### src/rtl/tc_lfsr_pkg.sv
// tc_lfsr_pkg: shared definitions for the tc_lfsrn_gen pattern generator.
//   - burst_state_e : burst engine state encoding (IDLE=0, BURST=1)
//   - DEFAULT_TAPS  : Galois feedback mask for the 8-bit configuration
//   - DEFAULT_SEED  : reset value for the 8-bit configuration
package tc_lfsr_pkg;

  typedef enum logic {
    IDLE  = 1'b0,
    BURST = 1'b1
  } burst_state_e;

  localparam logic [7:0] DEFAULT_TAPS = 8'h38;
  localparam logic [7:0] DEFAULT_SEED = 8'h01;

endpackage

### src/rtl/tc_lfsrn_gen_if.sv
// tc_lfsrn_gen_if: control/data bundle of the LFSR/MISR generator.
//   master : drives SET_EN/SET_VAL, SI_EN/SI, MISR_EN/DIN, RUN, START/COUNT;
//            observes OUT, SO, BUSY, DONE, ZERO.
//   slave  : the generator itself (mirror image of master).
interface tc_lfsrn_gen_if #(
  parameter int WIDTH = 8,
  parameter int CNT_W = 8
);

  logic             SET_EN;
  logic [WIDTH-1:0] SET_VAL;
  logic             SI_EN;
  logic             SI;
  logic             MISR_EN;
  logic [WIDTH-1:0] DIN;
  logic             RUN;
  logic             START;
  logic [CNT_W-1:0] COUNT;
  logic [WIDTH-1:0] OUT;
  logic             SO;
  logic             BUSY;
  logic             DONE;
  logic             ZERO;

  modport master (
    output SET_EN, SET_VAL, SI_EN, SI, MISR_EN, DIN, RUN, START, COUNT,
    input  OUT, SO, BUSY, DONE, ZERO
  );

  modport slave (
    input  SET_EN, SET_VAL, SI_EN, SI, MISR_EN, DIN, RUN, START, COUNT,
    output OUT, SO, BUSY, DONE, ZERO
  );

endinterface

### src/rtl/tc_lfsr_burst_ctl.sv
// tc_lfsr_burst_ctl: counted burst-step engine.
//   clk, srst : clock and synchronous active-high reset
//   start     : burst request, sampled on a single edge while idle
//   count     : number of steps requested (0 => immediate DONE, no steps)
//   abort     : a higher-priority register operation this cycle; kills a burst
//   step      : advance the LFSR on this edge
//   busy      : burst in progress
//   done      : one-cycle pulse after the final step (or after a zero-length request)
module tc_lfsr_burst_ctl
  import tc_lfsr_pkg::*;
#(
  parameter int CNT_W = 8
) (
  input  logic             clk,
  input  logic             srst,
  input  logic             start,
  input  logic [CNT_W-1:0] count,
  input  logic             abort,
  output logic             step,
  output logic             busy,
  output logic             done
);

  burst_state_e     state_q, state_d;
  logic [CNT_W-1:0] cnt_q, cnt_d;
  logic             done_q, done_d;

  always_ff @(posedge clk) begin
    if (srst) begin
      state_q <= IDLE;
      cnt_q   <= '0;
      done_q  <= 1'b0;
    end else begin
      state_q <= state_d;
      cnt_q   <= cnt_d;
      done_q  <= done_d;
    end
  end

  always_comb begin
    state_d = state_q;
    cnt_d   = cnt_q;
    done_d  = 1'b0;
    step    = 1'b0;
    unique case (state_q)
      IDLE: begin
        // The accepting edge only loads the counter; stepping starts next edge.
        if (start) begin
          if (count != '0) begin
            state_d = BURST;
            cnt_d   = count;
          end else begin
            done_d = 1'b1;
          end
        end
      end
      BURST: begin
        if (abort) begin
          // The competing load/shift/compaction owns OUT; no completion pulse.
          state_d = IDLE;
          cnt_d   = '0;
        end else begin
          step  = 1'b1;
          cnt_d = cnt_q - CNT_W'(1);
          if (cnt_q == CNT_W'(1)) begin
            state_d = IDLE;
            done_d  = 1'b1;
          end
        end
      end
      default: state_d = IDLE;
    endcase
  end

  assign busy = (state_q == BURST);
  assign done = done_q;

endmodule

### src/rtl/tc_lfsrn_gen.sv
// tc_lfsrn_gen: WIDTH-bit Galois LFSR with programmable taps, MISR compaction,
// serial shift-in, parallel load and a counted burst-step engine.
//   phi  : clock, rising edge
//   RST  : synchronous active-high reset (OUT<=SEED, burst aborted, no DONE)
//   bus  : tc_lfsrn_gen_if slave modport
//          inputs  SET_EN/SET_VAL, SI_EN/SI, MISR_EN/DIN, RUN, START/COUNT
//          outputs OUT, SO (=OUT[0]), BUSY, DONE, ZERO (=OUT==0)
// OUT update priority: RST > SET_EN > SI_EN > MISR_EN > step (BUSY|RUN) > hold.
module tc_lfsrn_gen
  import tc_lfsr_pkg::*;
#(
  parameter int               WIDTH = 8,
  parameter logic [WIDTH-1:0] TAPS  = WIDTH'(DEFAULT_TAPS),
  parameter logic [WIDTH-1:0] SEED  = WIDTH'(DEFAULT_SEED),
  parameter int               CNT_W = 8
) (
  input  logic                phi,
  input  logic                RST,
  tc_lfsrn_gen_if.slave       bus
);

  // Top bit is always fed by OUT[0]; TAPS[WIDTH-1] is deliberately ignored.
  function automatic logic [WIDTH-1:0] lfsr_next(input logic [WIDTH-1:0] q);
    logic [WIDTH-1:0] fb_mask;
    fb_mask = {1'b0, TAPS[WIDTH-2:0]} & {WIDTH{q[0]}};
    return {q[0], q[WIDTH-1:1]} ^ fb_mask;
  endfunction

  logic [WIDTH-1:0] out_q, out_d;
  logic             burst_step;
  logic             burst_busy;
  logic             burst_done;
  logic             reg_op;

  // Any explicit register operation pre-empts (and aborts) a burst.
  assign reg_op = bus.SET_EN | bus.SI_EN | bus.MISR_EN;

  tc_lfsr_burst_ctl #(
    .CNT_W (CNT_W)
  ) u_burst_ctl (
    .clk   (phi),
    .srst  (RST),
    .start (bus.START),
    .count (bus.COUNT),
    .abort (reg_op),
    .step  (burst_step),
    .busy  (burst_busy),
    .done  (burst_done)
  );

  always_comb begin
    out_d = out_q;
    if (bus.SET_EN) begin
      out_d = bus.SET_VAL;
    end else if (bus.SI_EN) begin
      out_d = {bus.SI, out_q[WIDTH-1:1]};
    end else if (bus.MISR_EN) begin
      out_d = lfsr_next(out_q) ^ bus.DIN;
    end else if (burst_step || bus.RUN) begin
      // RUN during a burst still yields a single step per edge.
      out_d = lfsr_next(out_q);
    end
  end

  always_ff @(posedge phi) begin
    if (RST) begin
      out_q <= SEED;
    end else begin
      out_q <= out_d;
    end
  end

  assign bus.OUT  = out_q;
  assign bus.SO   = out_q[0];
  assign bus.ZERO = (out_q == '0);
  assign bus.BUSY = burst_busy;
  assign bus.DONE = burst_done;

endmodule

### src/flat_wrapper.sv
// flat-port wrapper written by rule: the top's interface ports become plain ports
module tc_lfsrn_gen_flat import tc_lfsr_pkg::*;
#(
  parameter int               WIDTH = 8,
  parameter logic [WIDTH-1:0] TAPS  = WIDTH'(DEFAULT_TAPS),
  parameter logic [WIDTH-1:0] SEED  = WIDTH'(DEFAULT_SEED),
  parameter int               CNT_W = 8
)
  (phi, RST, bus_SET_EN, bus_SET_VAL, bus_SI_EN, bus_SI, bus_MISR_EN, bus_DIN, bus_RUN, bus_START, bus_COUNT, bus_OUT, bus_SO, bus_BUSY, bus_DONE, bus_ZERO);
  tc_lfsrn_gen_if #(.WIDTH(WIDTH), .CNT_W(CNT_W)) bus_i ();
  input  logic phi;
  input  logic RST;
  input wire logic [$bits(bus_i.SET_EN)-1:0] bus_SET_EN;
  input wire logic [$bits(bus_i.SET_VAL)-1:0] bus_SET_VAL;
  input wire logic [$bits(bus_i.SI_EN)-1:0] bus_SI_EN;
  input wire logic [$bits(bus_i.SI)-1:0] bus_SI;
  input wire logic [$bits(bus_i.MISR_EN)-1:0] bus_MISR_EN;
  input wire logic [$bits(bus_i.DIN)-1:0] bus_DIN;
  input wire logic [$bits(bus_i.RUN)-1:0] bus_RUN;
  input wire logic [$bits(bus_i.START)-1:0] bus_START;
  input wire logic [$bits(bus_i.COUNT)-1:0] bus_COUNT;
  output wire logic [$bits(bus_i.OUT)-1:0] bus_OUT;
  output wire logic [$bits(bus_i.SO)-1:0] bus_SO;
  output wire logic [$bits(bus_i.BUSY)-1:0] bus_BUSY;
  output wire logic [$bits(bus_i.DONE)-1:0] bus_DONE;
  output wire logic [$bits(bus_i.ZERO)-1:0] bus_ZERO;
  assign bus_i.SET_EN = bus_SET_EN;
  assign bus_i.SET_VAL = bus_SET_VAL;
  assign bus_i.SI_EN = bus_SI_EN;
  assign bus_i.SI = bus_SI;
  assign bus_i.MISR_EN = bus_MISR_EN;
  assign bus_i.DIN = bus_DIN;
  assign bus_i.RUN = bus_RUN;
  assign bus_i.START = bus_START;
  assign bus_i.COUNT = bus_COUNT;
  assign bus_OUT = bus_i.OUT;
  assign bus_SO = bus_i.SO;
  assign bus_BUSY = bus_i.BUSY;
  assign bus_DONE = bus_i.DONE;
  assign bus_ZERO = bus_i.ZERO;
  tc_lfsrn_gen #(.WIDTH(WIDTH), .TAPS(TAPS), .SEED(SEED), .CNT_W(CNT_W)) u_core (.phi(phi), .RST(RST), .bus(bus_i));
endmodule
### config.mk
export PLATFORM = sky130hd
export DESIGN_NAME = tc_lfsrn_gen_flat
export DESIGN_NICKNAME = d
export VERILOG_FILES = /design/src/rtl/tc_lfsr_pkg.sv /design/src/rtl/tc_lfsrn_gen_if.sv /design/src/rtl/tc_lfsr_burst_ctl.sv /design/src/rtl/tc_lfsrn_gen.sv /design/src/flat_wrapper.sv
export SDC_FILE = /design/constraint.sdc
export NUM_CORES = 1
export LEC_CHECK = 0
export CORE_AREA = 2 2 56 58
export DETAILED_ROUTE_END_ITERATION = 7
export DIE_AREA = 0 0 58 60
export GPL_TIMING_DRIVEN = 0
export PLACE_DENSITY = 0.86
export SYNTH_ARGS = -nofsm -noshare
export SYNTH_HDL_FRONTEND = slang
export SYNTH_SLANG_ARGS = --single-unit
### constraint.sdc
create_clock -name phi -period 2 [get_ports phi]
set_clock_uncertainty 0.1 [all_clocks]
set_input_delay 0.2 -clock phi [delete_from_list [all_inputs] [get_ports phi]]
set_output_delay 0.2 -clock phi [all_outputs]
set_load 0.03 [all_outputs]
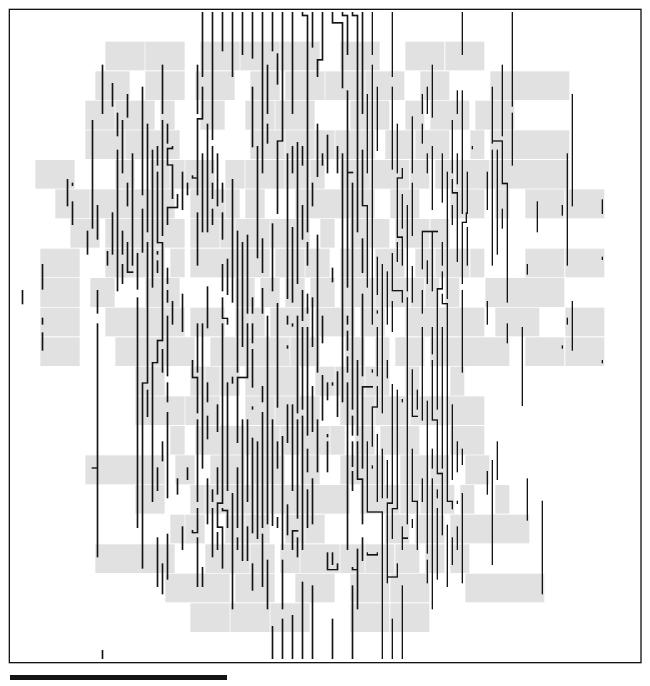
(images/met2.png)
Bar = 20 µm.
nets with wire on the layer: 201
longest straight run: 23.8 µm
wire length on this layer: 1,850 µm
main direction: vertical
share of all routed wire: 50%

==> flow_metrics.env <==
# physical design summary
export IMPL_muxShareOfSynthArea_pct=1.592
export IMPL_placed_area_mm2=0.001729
export IMPL_gr_total_overflow=0
export IMPL_yosysUniqueCellTypes=46
export IMPL_synth_area_mm2=0.001257
export IMPL_async_flop_share_pct=0
export IMPL_dp_slack_ns=-0.2445
export IMPL_synth_flops=18
export IMPL_fp_nets=190
export IMPL_maxSlewHeadroom_pct=62.88
export IMPL_cpPeakStageDelay_ns=0.46
export IMPL_synthTopLogicFamily="simple AND/OR/NAND/NOR gates"
export IMPL_core_mm2=0.002903
export IMPL_drive_above_1_share_pct=10.34
export IMPL_grt_max_degree=12
export IMPL_avgSynthCellArea_um2=8.061
export IMPL_path_max_fanout=7
export IMPL_timing_hold_violations_final=0
export IMPL_wirelength_um=3688
export IMPL_ys_warn_count=0
export IMPL_critPathKind="primary input to flip-flop"
export IMPL_hold_buffers=0
export IMPL_fp_util_pct=43.32
export IMPL_tool_warnings=27
export IMPL_cts_buffer_depth=2
export IMPL_power_leakage_nw=0.6239
export IMPL_yosys_cells=156
export IMPL_drtAntennaViolNets=0
export IMPL_yosys_area_mm2=0.001257
export IMPL_max_freq_mhz=537.6
export IMPL_path_clk_slew_ns=0.11
export IMPL_drc_errors=0
export IMPL_ys_sh_simple_pct=28.16
export IMPL_fin_util_pct=60.78
export IMPL_synth_seq_share_pct=28.66
export IMPL_crit_chain="clkdlybuf4s50_1 -> nor4_1 -> a21boi_0 -> nor2_2 -> o32ai_1"
export IMPL_lay_top_cells="clkdlybuf4s50_1, dfxtp_1, a21oi_1"
export IMPL_gp_congestion=0.8847
export IMPL_hold_path_class="flip-flop to flip-flop"
export IMPL_xor_share_pct=5.572
export IMPL_startpoint_type="primary input"
export IMPL_dr_pass1_iters=4
export IMPL_clock_sinks=18
export IMPL_tritoncts="done"
export IMPL_grt_pass1_vias=1238
export IMPL_setup_ws_ns=0.1398
export IMPL_initialDrtViolationCount=67
export IMPL_setup_viol=0
export IMPL_crit_family="simple AND/OR/NAND/NOR gates"
export IMPL_rr_startpoint="u_core.u_burst_ctl.cnt_q[0]$_SDFFE_PP0P_"
export IMPL_die_w_um=58
export IMPL_status="finished clean"
export IMPL_peakVddDrop_mv=0.3208
export IMPL_num_fill_cells=268
export IMPL_r2r_cells=6
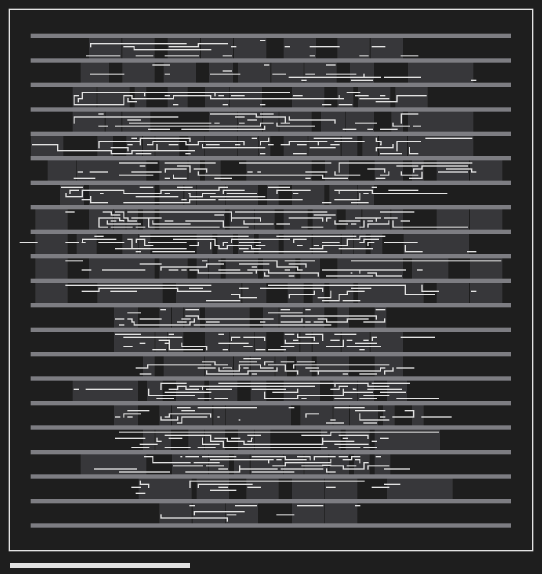
(images/met1.png)
Bar = 20 µm. Supply wires on this layer in gray.
nets with wire on the layer: 212
wire length on this layer: 1,600 µm
share of all routed wire: 43%
longest straight run: 23.0 µm

-- tightest hold or removal path: stages (launching register included) --
cell	delay [ns]
dfxtp_1	0.36
nand3_1	0.08
nand2_1	0.05
-- timing repair --
action,in CTS,in global routing
pin swaps,0,0
setup endpoints to repair,1,9
gates resized,3,5
setup buffers,0,0
-- registers in the layout, indices dropped and copies added (netlist names) --
signal                    flops
u_core.bus.OUT                8
u_core.u_burst_ctl.busy       1
u_core.u_burst_ctl.cnt_q      8
u_core.u_burst_ctl.done       1
-- worst max-delay path by stage --
stage,slack [ns],from,end,cells after the start
floorplan,0.16,u_core.u_burst_ctl.busy$_SDFF_PP0_,u_core.u_burst_ctl.cnt_q[2]$_SDFFE_PP0P_,6
global placement,-0.22,bus_COUNT[2],u_core.u_burst_ctl.cnt_q[4]$_SDFFE_PP0P_,5
detailed placement,-0.24,bus_COUNT[2],u_core.u_burst_ctl.cnt_q[4]$_SDFFE_PP0P_,5
CTS,0.02,bus_COUNT[2],u_core.u_burst_ctl.cnt_q[4]$_SDFFE_PP0P_,5
global route,0.04,bus_COUNT[2],u_core.u_burst_ctl.cnt_q[1]$_SDFFE_PP0P_,5
finish,0.14,bus_COUNT[2],u_core.u_burst_ctl.cnt_q[3]$_SDFFE_PP0P_,5
-- routing by layer --
layer  track usage (%)  share of wire (%)  wire length (µm)
met3             2.165                5.7               212
met1             30.53                 43              1599
met2             35.88                 50              1848
met4             6.312               0.73                27
met5                 0                  0                 0
-- where the power goes --
group / leakage, nW / internal [W] / total, W / switching [W]
logic: 0.454 / 0.000185 / 0.000364 / 0.000178
clock network: 0.0210 / 0.000111 / 0.000229 / 0.000118
registers: 0.149 / 0.000389 / 0.000427 / 0.0000373
-- synth_stat cells, drive strengths merged, types with 3 or more instances --
| cell type | n | area share [%] |
|---|---|---|
| dfxtp | 18 | 29 |
| a21oi | 14 | 5.6 |
| nand2 | 13 | 3.9 |
| nor2 | 9 | 2.7 |
| xnor2 | 8 | 5.6 |
| nand3b | 7 | 4.2 |
| clkbuf | 6 | 1.8 |
| inv | 6 | 1.8 |
| nand3 | 6 | 2.4 |
| nor3 | 6 | 3.2 |
| buf | 5 | 2.7 |
| o21ai | 5 | 2.0 |
| a21bo | 4 | 3.2 |
| nand2b | 4 | 2.0 |
| nor4 | 4 | 2.0 |
| o211ai | 4 | 2.4 |
| o32ai | 4 | 3.4 |
| a211oi | 3 | 1.8 |
| o221ai | 3 | 2.1 |
| or4 | 3 | 2.1 |
-- stage by stage --
step | TNS, ns | total power (W) | hold slack [ns] | instances
floorplan | 0 | 0.0006408 | 0.2182 | 156
finish | 0 | 0.001019 | 0.4153 | 236
global placement | -1.481 | 0.0007840 | 0.3812 | 232
detailed placement | -1.624 | 0.0007904 | 0.3976 | 232
global route | 0 | 0.001069 | 0.4179 | 236
CTS | 0 | 0.001017 | 0.4153 | 236
-- layout make-up --
cell class                 count  area (µm²)  share of cell area [%]
tap                           33       41.29                   2.340
clock buffer                   4       36.28                   2.057
timing repair buffer          43       425.4                   24.11
buffer                        11       56.30                   3.191
inverter                       6       22.52                   1.277
sequential                    18       361.6                   20.50
multi-input combinational    121       820.8                   46.52
Power figures rest on the tool's default switching activity, not on a simulated workload.
